$ cat config.mk
export PLATFORM = sky130hd
export DESIGN_NAME = alu_sequencer
export DESIGN_NICKNAME = d
export VERILOG_FILES = /design/src/rtl/alu_seq_pkg.sv /design/src/rtl/alu_seq_regfile.sv /design/src/rtl/alu_sequencer.sv
export SDC_FILE = /design/constraint.sdc
export NUM_CORES = 1
export LEC_CHECK = 0
export CAP_MARGIN = 20
export CORE_MARGIN = 4
export CORE_UTILIZATION = 40
export DETAILED_ROUTE_END_ITERATION = 10
export SLEW_MARGIN = 20
export SYNTH_ARGS = -nofsm -noshare
export SYNTH_HDL_FRONTEND = slang
export SYNTH_HIERARCHICAL = 1
export SYNTH_SLANG_ARGS = --single-unit
$ cat constraint.sdc
create_clock -name clk -period 5.55 [get_ports clk]
set_input_delay 0.555 -clock clk [delete_from_list [all_inputs] [get_ports clk]]
set_output_delay 0.555 -clock clk [all_outputs]
set_load 0.05 [all_outputs]
$ cat src/rtl/alu_seq_pkg.sv
// alu_seq_pkg: shared constants for the ALU sequencer slice.
//   State encoding, command kinds and default widths used by
//   alu_sequencer and alu_seq_regfile.
package alu_seq_pkg;

    localparam int DEF_WIDTH = 8;
    localparam int DEF_NREGS = 4;
    localparam int DEF_AW    = 2;
    localparam int DEF_OPW   = 4;
    localparam int DEF_CCW   = 2;

    localparam logic [1:0] KIND_RR    = 2'd0;
    localparam logic [1:0] KIND_RI    = 2'd1;
    localparam logic [1:0] KIND_LOADI = 2'd2;
    localparam logic [1:0] KIND_NOP   = 2'd3;

    typedef enum logic [2:0] {
        IDLE  = 3'd0,
        READ  = 3'd1,
        EXEC  = 3'd2,
        EXEC2 = 3'd3,
        WB    = 3'd4
    } state_t;

endpackage

$ cat src/rtl/alu_seq_regfile.sv
// alu_seq_regfile: NREGS x WIDTH register file, async active-low reset to 0.
//   clk, rst_n           clock / asynchronous active-low reset
//   i_we, i_waddr, i_wdata  single write port
//   i_ra, o_rd_a         read port A (combinational)
//   i_rb, o_rd_b         read port B (combinational)
//   i_rdbg, o_rd_dbg     debug read port (combinational)
module alu_seq_regfile #(
    parameter int WIDTH = 8,
    parameter int NREGS = 4,
    parameter int AW    = 2
) (
    input  logic             clk,
    input  logic             rst_n,
    input  logic             i_we,
    input  logic [AW-1:0]    i_waddr,
    input  logic [WIDTH-1:0] i_wdata,
    input  logic [AW-1:0]    i_ra,
    input  logic [AW-1:0]    i_rb,
    input  logic [AW-1:0]    i_rdbg,
    output logic [WIDTH-1:0] o_rd_a,
    output logic [WIDTH-1:0] o_rd_b,
    output logic [WIDTH-1:0] o_rd_dbg
);

    logic [WIDTH-1:0] r_mem [NREGS];

    always_ff @(posedge clk or negedge rst_n) begin
        if (!rst_n) begin
            for (int i = 0; i < NREGS; i++) r_mem[i] <= '0;
        end else if (i_we) begin
            r_mem[i_waddr] <= i_wdata;
        end
    end

    assign o_rd_a   = r_mem[i_ra];
    assign o_rd_b   = r_mem[i_rb];
    assign o_rd_dbg = r_mem[i_rdbg];

endmodule

$ cat src/rtl/alu_sequencer.sv
// alu_sequencer: command-driven controller for the shared external 8-bit ALU.
//   clk, rst_n                 clock / asynchronous active-low reset
//   cmd_valid, cmd_ready       command handshake (ready only in IDLE)
//   cmd_kind/op/dst/src_a/src_b/imm  command fields, latched at handshake
//   alu_a, alu_b, alu_op       registered drive to the ALU
//   alu_e, alu_cc              ALU result and condition code
//   res_valid, res_data        one-cycle completion pulse / last written value
//   flags                      last ALU cc captured
//   dbg_addr, dbg_data         combinational register-file peek
// Optional macro ALU_SEQ_OUTREG_EN: adds EXEC2, registering the ALU result
// one extra cycle before commit (ALU-kind latency N+4 instead of N+3).
module alu_sequencer
    import alu_seq_pkg::*;
#(
    parameter int WIDTH = DEF_WIDTH,
    parameter int NREGS = DEF_NREGS,
    parameter int AW    = DEF_AW,
    parameter int OPW   = DEF_OPW,
    parameter int CCW   = DEF_CCW
) (
    input  logic             clk,
    input  logic             rst_n,
    input  logic             cmd_valid,
    output logic             cmd_ready,
    input  logic [1:0]       cmd_kind,
    input  logic [OPW-1:0]   cmd_op,
    input  logic [AW-1:0]    cmd_dst,
    input  logic [AW-1:0]    cmd_src_a,
    input  logic [AW-1:0]    cmd_src_b,
    input  logic [WIDTH-1:0] cmd_imm,
    output logic [WIDTH-1:0] alu_a,
    output logic [WIDTH-1:0] alu_b,
    output logic [OPW-1:0]   alu_op,
    input  logic [WIDTH-1:0] alu_e,
    input  logic [CCW-1:0]   alu_cc,
    output logic             res_valid,
    output logic [WIDTH-1:0] res_data,
    output logic [CCW-1:0]   flags,
    input  logic [AW-1:0]    dbg_addr,
    output logic [WIDTH-1:0] dbg_data
);

    state_t           r_state, w_next;
    logic             w_hs, w_we;
    logic [1:0]       r_kind;
    logic [OPW-1:0]   r_op;
    logic [AW-1:0]    r_dst, r_src_a, r_src_b;
    logic [WIDTH-1:0] r_imm;
    logic [WIDTH-1:0] r_alu_a, r_alu_b;
    logic [OPW-1:0]   r_alu_op;
    logic [WIDTH-1:0] r_res_data;
    logic [CCW-1:0]   r_flags;
    logic [WIDTH-1:0] w_rd_a, w_rd_b;
`ifdef ALU_SEQ_OUTREG_EN
    logic [WIDTH-1:0] r_e_q;
    logic [CCW-1:0]   r_cc_q;
`endif

    assign w_hs = cmd_valid & cmd_ready;
    // r_res_data already holds the value to commit when WB is reached
    assign w_we = (r_state == WB) && (r_kind != KIND_NOP);

    alu_seq_regfile #(
        .WIDTH(WIDTH),
        .NREGS(NREGS),
        .AW   (AW)
    ) u_regfile (
        .clk     (clk),
        .rst_n   (rst_n),
        .i_we    (w_we),
        .i_waddr (r_dst),
        .i_wdata (r_res_data),
        .i_ra    (r_src_a),
        .i_rb    (r_src_b),
        .i_rdbg  (dbg_addr),
        .o_rd_a  (w_rd_a),
        .o_rd_b  (w_rd_b),
        .o_rd_dbg(dbg_data)
    );

    always_ff @(posedge clk or negedge rst_n) begin
        if (!rst_n) r_state <= IDLE;
        else        r_state <= w_next;
    end

    always_comb begin
        w_next = r_state;
        case (r_state)
            IDLE:    w_next = w_hs ? ((cmd_kind == KIND_NOP) ? WB : READ) : IDLE;
            READ:    w_next = (r_kind == KIND_LOADI) ? WB : EXEC;
`ifdef ALU_SEQ_OUTREG_EN
            EXEC:    w_next = EXEC2;
`else
            EXEC:    w_next = WB;
`endif
            EXEC2:   w_next = WB;
            default: w_next = IDLE;
        endcase
    end

    always_comb begin
        cmd_ready = (r_state == IDLE);
        res_valid = (r_state == WB);
    end

    always_ff @(posedge clk or negedge rst_n) begin
        if (!rst_n) begin
            r_kind     <= '0;
            r_op       <= '0;
            r_dst      <= '0;
            r_src_a    <= '0;
            r_src_b    <= '0;
            r_imm      <= '0;
            r_alu_a    <= '0;
            r_alu_b    <= '0;
            r_alu_op   <= '0;
            r_res_data <= '0;
            r_flags    <= '0;
`ifdef ALU_SEQ_OUTREG_EN
            r_e_q      <= '0;
            r_cc_q     <= '0;
`endif
        end else begin
            if (w_hs) begin
                r_kind  <= cmd_kind;
                r_op    <= cmd_op;
                r_dst   <= cmd_dst;
                r_src_a <= cmd_src_a;
                r_src_b <= cmd_src_b;
                r_imm   <= cmd_imm;
            end
            if (r_state == READ && r_kind == KIND_LOADI) r_res_data <= r_imm;
            // operands are sampled here, before any WB write, so src == dst reads the old value
            if (r_state == READ && r_kind != KIND_LOADI) begin
                r_alu_a  <= w_rd_a;
                r_alu_b  <= (r_kind == KIND_RR) ? w_rd_b : r_imm;
                r_alu_op <= r_op;
            end
`ifdef ALU_SEQ_OUTREG_EN
            if (r_state == EXEC) begin
                r_e_q  <= alu_e;
                r_cc_q <= alu_cc;
            end
            if (r_state == EXEC2) begin
                r_res_data <= r_e_q;
                r_flags    <= r_cc_q;
            end
`else
            if (r_state == EXEC) begin
                r_res_data <= alu_e;
                r_flags    <= alu_cc;
            end
`endif
        end
    end

    assign alu_a    = r_alu_a;
    assign alu_b    = r_alu_b;
    assign alu_op   = r_alu_op;
    assign res_data = r_res_data;
    assign flags    = r_flags;

endmodule

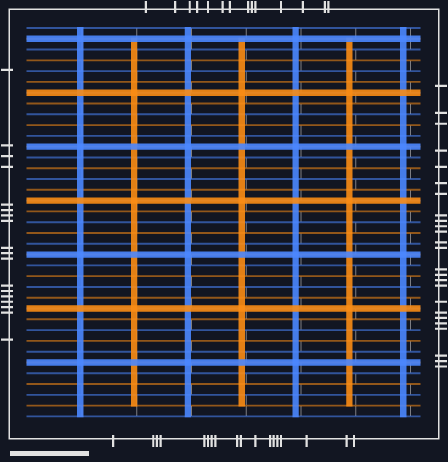
pdn.png
The bar under the picture is 20 um long. Pins as bars on the die edge. Tap cells in gray.
color	net
orange	VDD
blue	VSS
tap cells	133
signal pins	75
rows	36
met1 rails	37

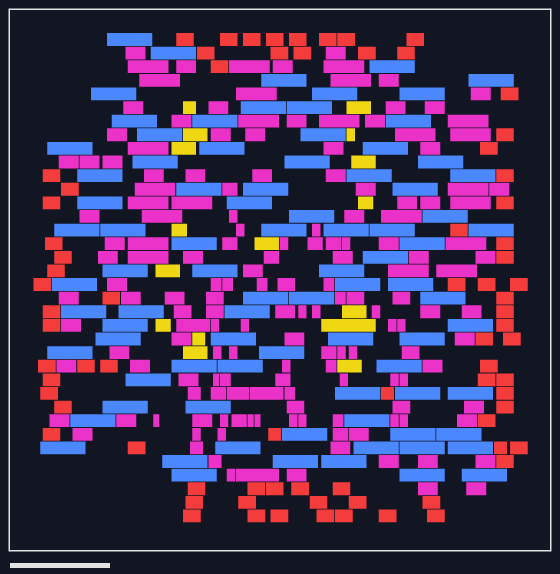
cell_classes.png
The bar under the picture is 20 um long.
color	class	cells
blue	flip-flops	85
magenta	all other logic	160
yellow	clock drivers and dummy loads	16
red	other buffers and delay cells	76

==> reports/metrics.yaml <==
clock_tree:
  clock.latency.late_pin_ns: 0.35
  htree_levels: 3
  post_cts_buffers: 0
  cts_tree: "yes"
  cts_resized: 0
setup_path:
  cp_slowest_stage_delay_ns: 0.87
  cp_common_cell: "clkdlybuf4s50_1"
  cp-start-kind: "primary input"
  cp_data_arrival_time_ns: 2.75
  crit_required_ns: 4.99
  worstPathMaxFanout: 8
  crit_path_top_delay_cell: "clkdlybuf4s50_1"
  path_cells: "clkdlybuf4s50_1 > mux4_2 > clkdlybuf4s50_1"
power_and_ir_drop:
  leakagePower_nw: 2.03
  power_density_nw_per_um2: 674
floorplan:
  dieArea_um2: 11600
  fp_util_pct: 41.0
  row_count: 36
status:
  status: "completed"
yosys:
  syn_nets: 295
  ys.warnings.count: 6
  ys_cells: 260
  ys_chip_area_um2: 3990
  synth_cell_types: 29
  xor_area_share_pct: 0
  syn_area_um2: 3990
  synth_area_per_cell_um2: 15.4
  synthAdderAreaFrac_pct: 0
sta:
  postLayoutSetupSlackWorst_ns: 2.25
  fmax_ghz: 0.303
  tightest_slew_ns: 0.983
  finClkSkew_ns: 0.0107
  maxSlewHeadroom_pct: 34.2
  drv_slew: 0
placement:
  pre_cts_ws_ns: 2.21
finish:
  final_cells: 470
  drive_above_1_share_pct: 32.3
global_routing:
  grt_max_degree: 68
routing:
  drt_iter0_markers: 133
  route.vias.total: 2568
  dr.pass1.iters: 4
  drc: 0
run:
  maxCapViolCount: 0
worst_hold_path:
  hold_path.class: "primary input to async pin"
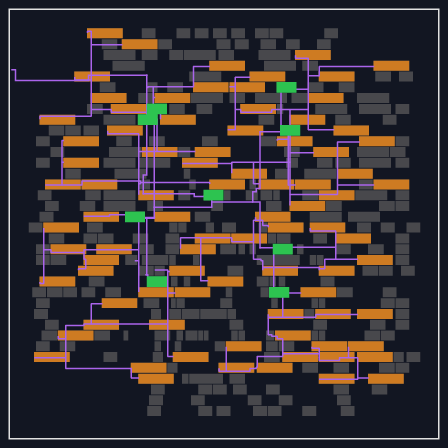
clock_map.png
[purple] clock wires | length: 1070 um
[orange] flip-flops | count: 85
[green] cells driving clock nets | count: 9
routed clock nets	10
flops lie	widely spread

-- synthesized netlist by cell type, drive strengths merged --
| library cell | number | share of area [%] |
|---|---|---|
| a21boi | 2 | 0.38 |
| a21oi | 2 | 0.25 |
| a2bb2oi | 8 | 1.8 |
| a31oi | 8 | 1.3 |
| buf | 11 | 1.4 |
| clkbuf | 4 | 0.38 |
| dfrtp | 85 | 53 |
| inv | 1 | 0.094 |
| mux2 | 66 | 19 |
| mux2i | 8 | 2.0 |
| mux4 | 24 | 14 |
| nand2 | 2 | 0.38 |
| nand2b | 1 | 0.16 |
| nand3 | 2 | 0.38 |
| nand3b | 2 | 0.56 |
| nor2 | 2 | 0.19 |
| nor2b | 1 | 0.16 |
| nor3 | 1 | 0.13 |
| nor3b | 4 | 1.4 |
| nor4b | 1 | 0.38 |
| o21ai | 24 | 3.0 |
| or3b | 1 | 0.22 |
-- path summary, 6_finish.rpt --
| path | start | to | slack [ns] | depth (start not counted) |
|---|---|---|---|---|
| max | dbg_addr[0] | dbg_data[2] | 2.25 | 3 |
| min | rst_n | r_op[0] | 0.06 | 1 |
| max reg2reg | r_state[2] | u_regfile/r_mem[28] | 2.96 | 4 |
| min reg2reg | alu_op[1] | alu_op[1] | 0.49 | 1 |
| max in group asynchronous | rst_n | u_regfile/r_mem[22] | 4.35 | 2 |
| min in group clk | alu_op[1] | alu_op[1] | 0.49 | 1 |
-- final cells by class --
class | instances | area (um^2)
fillers | 866 | 4680
flip-flops and latches | 85 | 2130
multi-input cells | 159 | 1800
repair buffers | 76 | 753
well taps | 133 | 166
clock buffers | 9 | 124
clock inverters | 7 | 76.3
inverters | 1 | 3.75
-- through the flow --
step | hold slack [ns] | util [%] | cell area [um^2]
global placement | 0.437 | 49.8 | 4850
floorplan | 0.259 | - | 3990
finish | 0.0562 | 51.9 | 5050
global route | 0.0621 | 51.9 | 5050
detailed placement | 0.442 | 49.8 | 4850
CTS | 0.0538 | 51.9 | 5050
-- cell families (layout without fill, tap and decap cells) --
logic type / Yosys count / count (layout)
simple gates: 17 / 17
buf+inv: 16 / 93
flops: 85 / 85
mux: 98 / 98
compound gates: 44 / 44
-- worst max-delay path, delay by kind of cell --
family	cells	cell delay (ns)
buffers and inverters	2	1.59
multiplexers	1	0.60
-- routing by layer --
metal  GRT usage (%)  wire (um)  up-vias  share of wire (%)
li1                -          -     1154                  -
met1            24.7       4350     1344                 46
met2            27.8       4640       61                 49
met3            2.82        403        9                4.2
met4            4.87        107        0                1.1
met5               0          0        -                  0
-- flip-flops by register name (all words and copies together) (netlist names) --
register	flops
flags	2
r_op	4
r_src_b	2
r_imm	8
res_data	8
alu_op	4
alu_b	8
alu_a	8
u_regfile/r_mem	32
r_kind	2
r_dst	2
r_state	3
r_src_a	2
-- where the power goes --
group | total, mW | switching [mW] | internal [mW]
combinational | 1.69 | 0.899 | 0.796
sequential | 1.27 | 0.344 | 0.921
clock | 0.443 | 0.234 | 0.209
Power figures rest on the tool's default switching activity, not on a simulated workload.
